==> config.mk <==
export PLATFORM = sky130hd
export DESIGN_NAME = npu_core_param
export DESIGN_NICKNAME = d
export VERILOG_FILES = /design/src/rtl/npu_core_param.sv
export SDC_FILE = /design/constraint.sdc
export NUM_CORES = 2
export LEC_CHECK = 0
export CORE_MARGIN = 5
export CORE_UTILIZATION = 60
export CTS_CLUSTER_SIZE = 24
export DETAILED_ROUTE_END_ITERATION = 8
export PLACE_DENSITY_LB_ADDON = 0.3
export REMOVE_ABC_BUFFERS = 1
export SYNTH_ARGS = -nofsm -noshare
export SYNTH_HDL_FRONTEND = slang
export SYNTH_SLANG_ARGS = --single-unit
export TNS_END_PERCENT = 20
==> constraint.sdc <==
create_clock -name CLKEXT -period 13.25 [get_ports CLKEXT]
set_input_delay 2.65 -clock CLKEXT [delete_from_list [all_inputs] [get_ports CLKEXT]]
set_output_delay 2.65 -clock CLKEXT [all_outputs]
set_load 0.03 [all_outputs]
==> src/rtl/npu_core_param.sv <==
// Parametrised NPU compute core: signed MAC over LEN beats, bias, requantise, output FIFO.
// Optional feature macro: NPU_RELU_EN (clamp negative shifted results to zero).
module npu_core_param #(
  parameter int DATA_W      = 8,
  parameter int NUM_LANES   = 4,
  parameter int NUM_NEURONS = 2,
  parameter int BIAS_W      = 16,
  parameter int LEN_W       = 8,
  parameter int FIFO_DEPTH  = 8
) (
  input  logic                                      CLKEXT,
  input  logic                                      RST_GLO,
  input  logic                                      START,
  input  logic [LEN_W-1:0]                          LEN,
  input  logic [3:0]                                SHIFT,
  input  logic [NUM_NEURONS*NUM_LANES*DATA_W-1:0]   W_IN,
  input  logic [NUM_NEURONS*BIAS_W-1:0]             BIAS_IN,
  input  logic [NUM_LANES*DATA_W-1:0]               D_IN,
  input  logic                                      D_VALID,
  output logic                                      D_READY,
  input  logic                                      RD_EN,
  output logic [DATA_W-1:0]                         D_OUT,
  output logic                                      FIFO_FULL,
  output logic                                      FIFO_EMPTY,
  output logic [$clog2(FIFO_DEPTH):0]               FIFO_COUNT,
  output logic                                      BUSY,
  output logic                                      DONE
);

  localparam int ACC_W = 2*DATA_W + $clog2(NUM_LANES) + LEN_W;
  localparam int SUM_W = ((ACC_W > BIAS_W) ? ACC_W : BIAS_W) + 1;
  localparam int PTR_W = $clog2(FIFO_DEPTH);
  localparam int CNT_W = PTR_W + 1;
  localparam int IDX_W = (NUM_NEURONS > 1) ? $clog2(NUM_NEURONS) : 1;

  typedef enum logic [1:0] {
    S_IDLE  = 2'd0,
    S_ACCUM = 2'd1,
    S_WRITE = 2'd2,
    S_DONE  = 2'd3
  } state_t;

  state_t state_q, state_d;
  logic [LEN_W-1:0] len_q, len_d;
  logic [LEN_W-1:0] beat_q, beat_d;
  logic [3:0] shift_q, shift_d;
  logic [NUM_NEURONS*NUM_LANES*DATA_W-1:0] w_q, w_d;
  logic [NUM_NEURONS*BIAS_W-1:0] bias_q, bias_d;
  logic [IDX_W-1:0] idx_q, idx_d;
  logic signed [ACC_W-1:0] acc_q [NUM_NEURONS];
  logic signed [ACC_W-1:0] acc_d [NUM_NEURONS];
  logic signed [ACC_W-1:0] mac [NUM_NEURONS];

  logic [DATA_W-1:0] fifo_mem_q [FIFO_DEPTH];
  logic [DATA_W-1:0] fifo_mem_d [FIFO_DEPTH];
  logic [PTR_W-1:0] wr_ptr_q, wr_ptr_d, rd_ptr_q, rd_ptr_d;
  logic [CNT_W-1:0] count_q, count_d;
  logic [DATA_W-1:0] dout_q, dout_d;

  logic push, pop, fifo_full, fifo_empty;
  logic signed [ACC_W-1:0] sel_acc;
  logic signed [BIAS_W-1:0] sel_bias;
  logic signed [SUM_W-1:0] sum, shifted;
  logic [DATA_W-1:0] result;

  // Per-beat dot product of the lane data with each neuron's latched weight row.
  always_comb begin
    logic signed [ACC_W-1:0] a_ext, b_ext;
    for (int n = 0; n < NUM_NEURONS; n++) begin
      mac[n] = '0;
      for (int l = 0; l < NUM_LANES; l++) begin
        a_ext = {{(ACC_W-DATA_W){D_IN[l*DATA_W+DATA_W-1]}}, D_IN[l*DATA_W +: DATA_W]};
        b_ext = {{(ACC_W-DATA_W){w_q[(n*NUM_LANES+l)*DATA_W+DATA_W-1]}},
                 w_q[(n*NUM_LANES+l)*DATA_W +: DATA_W]};
        mac[n] = mac[n] + a_ext * b_ext;
      end
    end
  end

  always_comb begin
    sel_acc  = acc_q[0];
    sel_bias = bias_q[BIAS_W-1:0];
    for (int n = 0; n < NUM_NEURONS; n++) begin
      if (idx_q == IDX_W'(n)) begin
        sel_acc  = acc_q[n];
        sel_bias = bias_q[n*BIAS_W +: BIAS_W];
      end
    end
    sum = {{(SUM_W-ACC_W){sel_acc[ACC_W-1]}}, sel_acc}
        + {{(SUM_W-BIAS_W){sel_bias[BIAS_W-1]}}, sel_bias};
    shifted = sum >>> shift_q;
`ifdef NPU_RELU_EN
    if (shifted[SUM_W-1]) shifted = '0;
`endif
    // Out of range when the bits above the output sign bit are not a pure sign extension.
    if (!((&shifted[SUM_W-1:DATA_W-1]) || !(|shifted[SUM_W-1:DATA_W-1])))
      result = shifted[SUM_W-1] ? {1'b1, {(DATA_W-1){1'b0}}} : {1'b0, {(DATA_W-1){1'b1}}};
    else
      result = shifted[DATA_W-1:0];
  end

  always_comb begin
    state_d = state_q;
    len_d   = len_q;
    beat_d  = beat_q;
    shift_d = shift_q;
    w_d     = w_q;
    bias_d  = bias_q;
    idx_d   = idx_q;
    acc_d   = acc_q;
    push    = 1'b0;
    case (state_q)
      S_IDLE: begin
        if (START) begin
          len_d   = LEN;
          shift_d = SHIFT;
          w_d     = W_IN;
          bias_d  = BIAS_IN;
          beat_d  = '0;
          idx_d   = '0;
          for (int n = 0; n < NUM_NEURONS; n++) acc_d[n] = '0;
          state_d = (LEN != '0) ? S_ACCUM : S_WRITE;
        end
      end
      S_ACCUM: begin
        if (D_VALID) begin
          for (int n = 0; n < NUM_NEURONS; n++) acc_d[n] = acc_q[n] + mac[n];
          beat_d = beat_q + LEN_W'(1);
          if (beat_q == len_q - LEN_W'(1)) state_d = S_WRITE;
        end
      end
      S_WRITE: begin
        if (!fifo_full) begin
          push  = 1'b1;
          idx_d = idx_q + IDX_W'(1);
          if (idx_q == IDX_W'(NUM_NEURONS-1)) state_d = S_DONE;
        end
      end
      S_DONE:  state_d = S_IDLE;
      default: state_d = S_IDLE;
    endcase
  end

  // Output FIFO: push from the WRITE state, pop on RD_EN into the registered D_OUT.
  always_comb begin
    fifo_full  = (count_q == CNT_W'(FIFO_DEPTH));
    fifo_empty = (count_q == '0);
    pop        = RD_EN && !fifo_empty;
    fifo_mem_d = fifo_mem_q;
    wr_ptr_d   = wr_ptr_q;
    rd_ptr_d   = rd_ptr_q;
    count_d    = count_q;
    dout_d     = dout_q;
    if (push) begin
      fifo_mem_d[wr_ptr_q] = result;
      wr_ptr_d = wr_ptr_q + PTR_W'(1);
    end
    if (pop) begin
      dout_d   = fifo_mem_q[rd_ptr_q];
      rd_ptr_d = rd_ptr_q + PTR_W'(1);
    end
    if (push && !pop)      count_d = count_q + CNT_W'(1);
    else if (pop && !push) count_d = count_q - CNT_W'(1);
  end

  always_ff @(posedge CLKEXT) begin
    if (RST_GLO) begin
      state_q  <= S_IDLE;
      len_q    <= '0;
      beat_q   <= '0;
      shift_q  <= '0;
      w_q      <= '0;
      bias_q   <= '0;
      idx_q    <= '0;
      for (int n = 0; n < NUM_NEURONS; n++) acc_q[n] <= '0;
      wr_ptr_q <= '0;
      rd_ptr_q <= '0;
      count_q  <= '0;
      dout_q   <= '0;
    end else begin
      state_q  <= state_d;
      len_q    <= len_d;
      beat_q   <= beat_d;
      shift_q  <= shift_d;
      w_q      <= w_d;
      bias_q   <= bias_d;
      idx_q    <= idx_d;
      acc_q    <= acc_d;
      wr_ptr_q <= wr_ptr_d;
      rd_ptr_q <= rd_ptr_d;
      count_q  <= count_d;
      dout_q   <= dout_d;
    end
  end

  // Storage needs no reset; validity is tracked by the pointers and count.
  always_ff @(posedge CLKEXT) begin
    fifo_mem_q <= fifo_mem_d;
  end

  assign D_READY    = (state_q == S_ACCUM);
  assign BUSY       = (state_q != S_IDLE);
  assign DONE       = (state_q == S_DONE);
  assign D_OUT      = dout_q;
  assign FIFO_FULL  = fifo_full;
  assign FIFO_EMPTY = fifo_empty;
  assign FIFO_COUNT = count_q;

endmodule

Clock network drawn from the DEF:
Scale: 1 px per um.
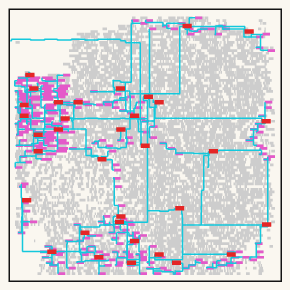
clock wires: shown in cyan, length 4430 um. flip-flops: shown in magenta, count 253. clock drivers: shown in red, count 34.
Position of the flops: all over the die. There are 35 routed clock nets.

==> results.json <==
{
  "track_usage": 0.278,
  "reg2reg_from": "w_q[33]$_SDFFE_PP0P_",
  "setup_tns_ps": 0,
  "rows": 95,
  "whs_path_depth": 2,
  "worstPathMaxFanout": 17,
  "vias_per_cell": 5.52,
  "antenna_left": 0,
  "root_buffer": "clkbuf_16",
  "area_growth_pct": 8.42,
  "r2r_cells": 25,
  "critical_path_class": "input pin to flip-flop",
  "grt_first_pass_wirelength_um": 164000,
  "status": "finished clean",
  "post_cts_resized": 0,
  "netlist.area_leader.share": 0.405,
  "async_reset_ff_frac": 0,
  "synth.largest_area_cell": "fa_1",
  "met3_usage": 0.0336,
  "grt_max_degree": 73,
  "drv_slew": 0,
  "maxSlewHeadroom": 0.388,
  "required_ps": 13720,
  "r2r_slack_ps": 4980,
  "drive_gt1_frac": 0.0367,
  "finalHoldViolCount": 0,
  "pin_count": 162,
  "port_buffers": 161,
  "ys_area_sq_um": 40700,
  "setup_violations": 0,
  "cp_slowest_cell": "clkdlybuf4s50_1",
  "netlist_instances": 4330,
  "grt_pass1_vias": 31204,
  "ys_seq_share": 0.140,
  "syn_area_sq_um": 40700,
  "worst_pin_slew_ps": 914,
  "avgSynthCellArea_sq_um": 9.39,
  "h-tree-depth": 2,
  "core_sq_um": 67200,
  "worstHoldStart": "bias_q[1]$_SDFFE_PP0P_",
  "synth-edff-count": 64,
  "vias": 29212,
  "globalplace.congestion": 0.907,
  "drtPass1Iterations": 5,
  "r2r-end": "acc_q[24]$_SDFFE_PP0P_",
  "critPathLaunchType": "input pin",
  "synth_flop_count": 253,
  "holdBufCountCts": 0,
  "worstPathArrival_ps": 11330,
  "yosysUniqueCellTypes": 89,
  "drc": 0,
  "met1_usage": 0.383,
  "grtUsageMet2": 0.475,
  "fin_crit_ps": 10860,
  "n_antenna_cell": 0,
  "top_usage_layer": "met2",
  "dp_hpwl_um": 82200,
  "clock-skew-final_ps": 33.4,
  "worstHoldEndpoint": "bias_q[1]$_SDFFE_PP0P_",
  "dieArea_sq_um": 73100,
  "drt-total-wl_um": 98600
}
Clock nets:
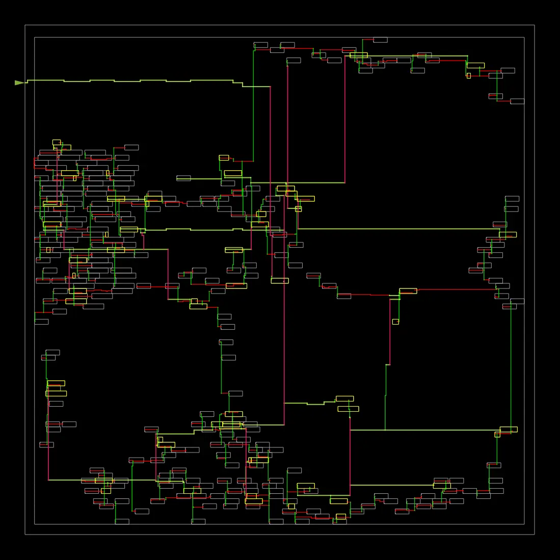
clk ins delay skew pair: 580 ps
sequential cell count: 253
CTS buffer count: 34
CLK BUF: 41

==> cell usage in the layout, fill, tap and decap left out, drive strengths merged, types with 39 or more instances in the layout <==
master and n:
mux2i 47, nand2 531, edfxtp 64, o21ai 80, fa 822, a22oi 39
a21oi 195, xnor2 71, dfxtp 189, nor2b 45, clkbuf 41, nor2 144
inv 980, and2 258, ha 264, clkdlybuf4s50 160
==> worst max path at each step <==
stage,endpoint,slack [ps],depth (start not counted)
detailed placement,acc_q[24]$_SDFFE_PP0P_,1890,26
floorplan,acc_q[24]$_SDFFE_PP0P_,3130,27
global placement,acc_q[24]$_SDFFE_PP0P_,2050,26
global route,acc_q[24]$_SDFFE_PP0P_,2040,26
CTS,acc_q[24]$_SDFFE_PP0P_,2470,26
finish,acc_q[24]$_SDFFE_PP0P_,2390,26
==> worst max-delay path, delay by kind of cell <==
family | cells | cell delay [ps]
AND-OR/OR-AND | 5 | 1480
XOR/XNOR | 1 | 160
adder cells (fa/ha/maj) | 9 | 4320
buffers and inverters | 7 | 1680
AND/OR/NAND/NOR | 4 | 1020
==> layer usage <==
layer	vias up	wire length, um	share of wire
li1	13426	-	-
met1	14922	42300	0.43
met2	740	48900	0.50
met3	124	4870	0.049
met4	0	2530	0.026
met5	-	0	0
==> registers in the layout, summed over array words and instances, names as in the netlist <==
signal / flops
fifo_mem_q: 64
wr_ptr_q: 3
beat_q: 8
acc_q: 52
state_q: 2
rd_ptr_q: 3
idx_q: 1
D_OUT: 8
FIFO_COUNT: 4
bias_q: 32
w_q: 64
shift_q: 4
len_q: 8
==> Yosys cell counts, types with 12 or more instances <==
cell      instances
clkbuf_1        136
buf_1            13
nand2b_1         31
xnor2_1          71
and3_1           16
fa_1            822
o21ai_0          70
and2_1          258
a21o_1           27
edfxtp_1         64
mux4_2           20
mux2i_1          46
a211oi_1         31
a31oi_1          20
dfxtp_1         189
nand3_1          30
a21oi_1         193
nand2_1         528
mux2_2           23
inv_1           976
xor2_1           34
o21a_1           12
a22oi_1          38
nor2b_1          45
nand4_1          14
ha_1            264
nor3_1           27
nor2_1          144
==> stage by stage <==
step                instance area [sq um]  worst slack [ps]  std cells
floorplan                           40000              3130       4166
global placement                    42900              2050       5228
detailed placement                  42900              1890       5228
CTS                                 44100              2470       5288
global route                        44100              2040       5288
finish                              44100              2390       5288
==> area by class of cell <==
cell class / instances / area [sq um]
sequential: 253 / 5710
tap: 873 / 1090
inverter: 977 / 3670
timing repair buffer: 189 / 1820
clock inverter: 19 / 240
fill: 5409 / 23100
clock buffer: 41 / 927
multi-input combinational: 2936 / 30600
==> kinds of logic (layout without fill, tap and decap cells) <==
| logic type | after synthesis | after routing | synth area share |
|---|---|---|---|
| compound gates | 513 | 513 | 0.0814 |
| simple gates | 1142 | 1142 | 0.134 |
| flops | 253 | 253 | 0.140 |
| xor+xnor | 105 | 105 | 0.0226 |
| buf+inv | 1141 | 1226 | 0.107 |
| fa+ha+maj | 1086 | 1086 | 0.486 |
| mux | 90 | 90 | 0.0291 |
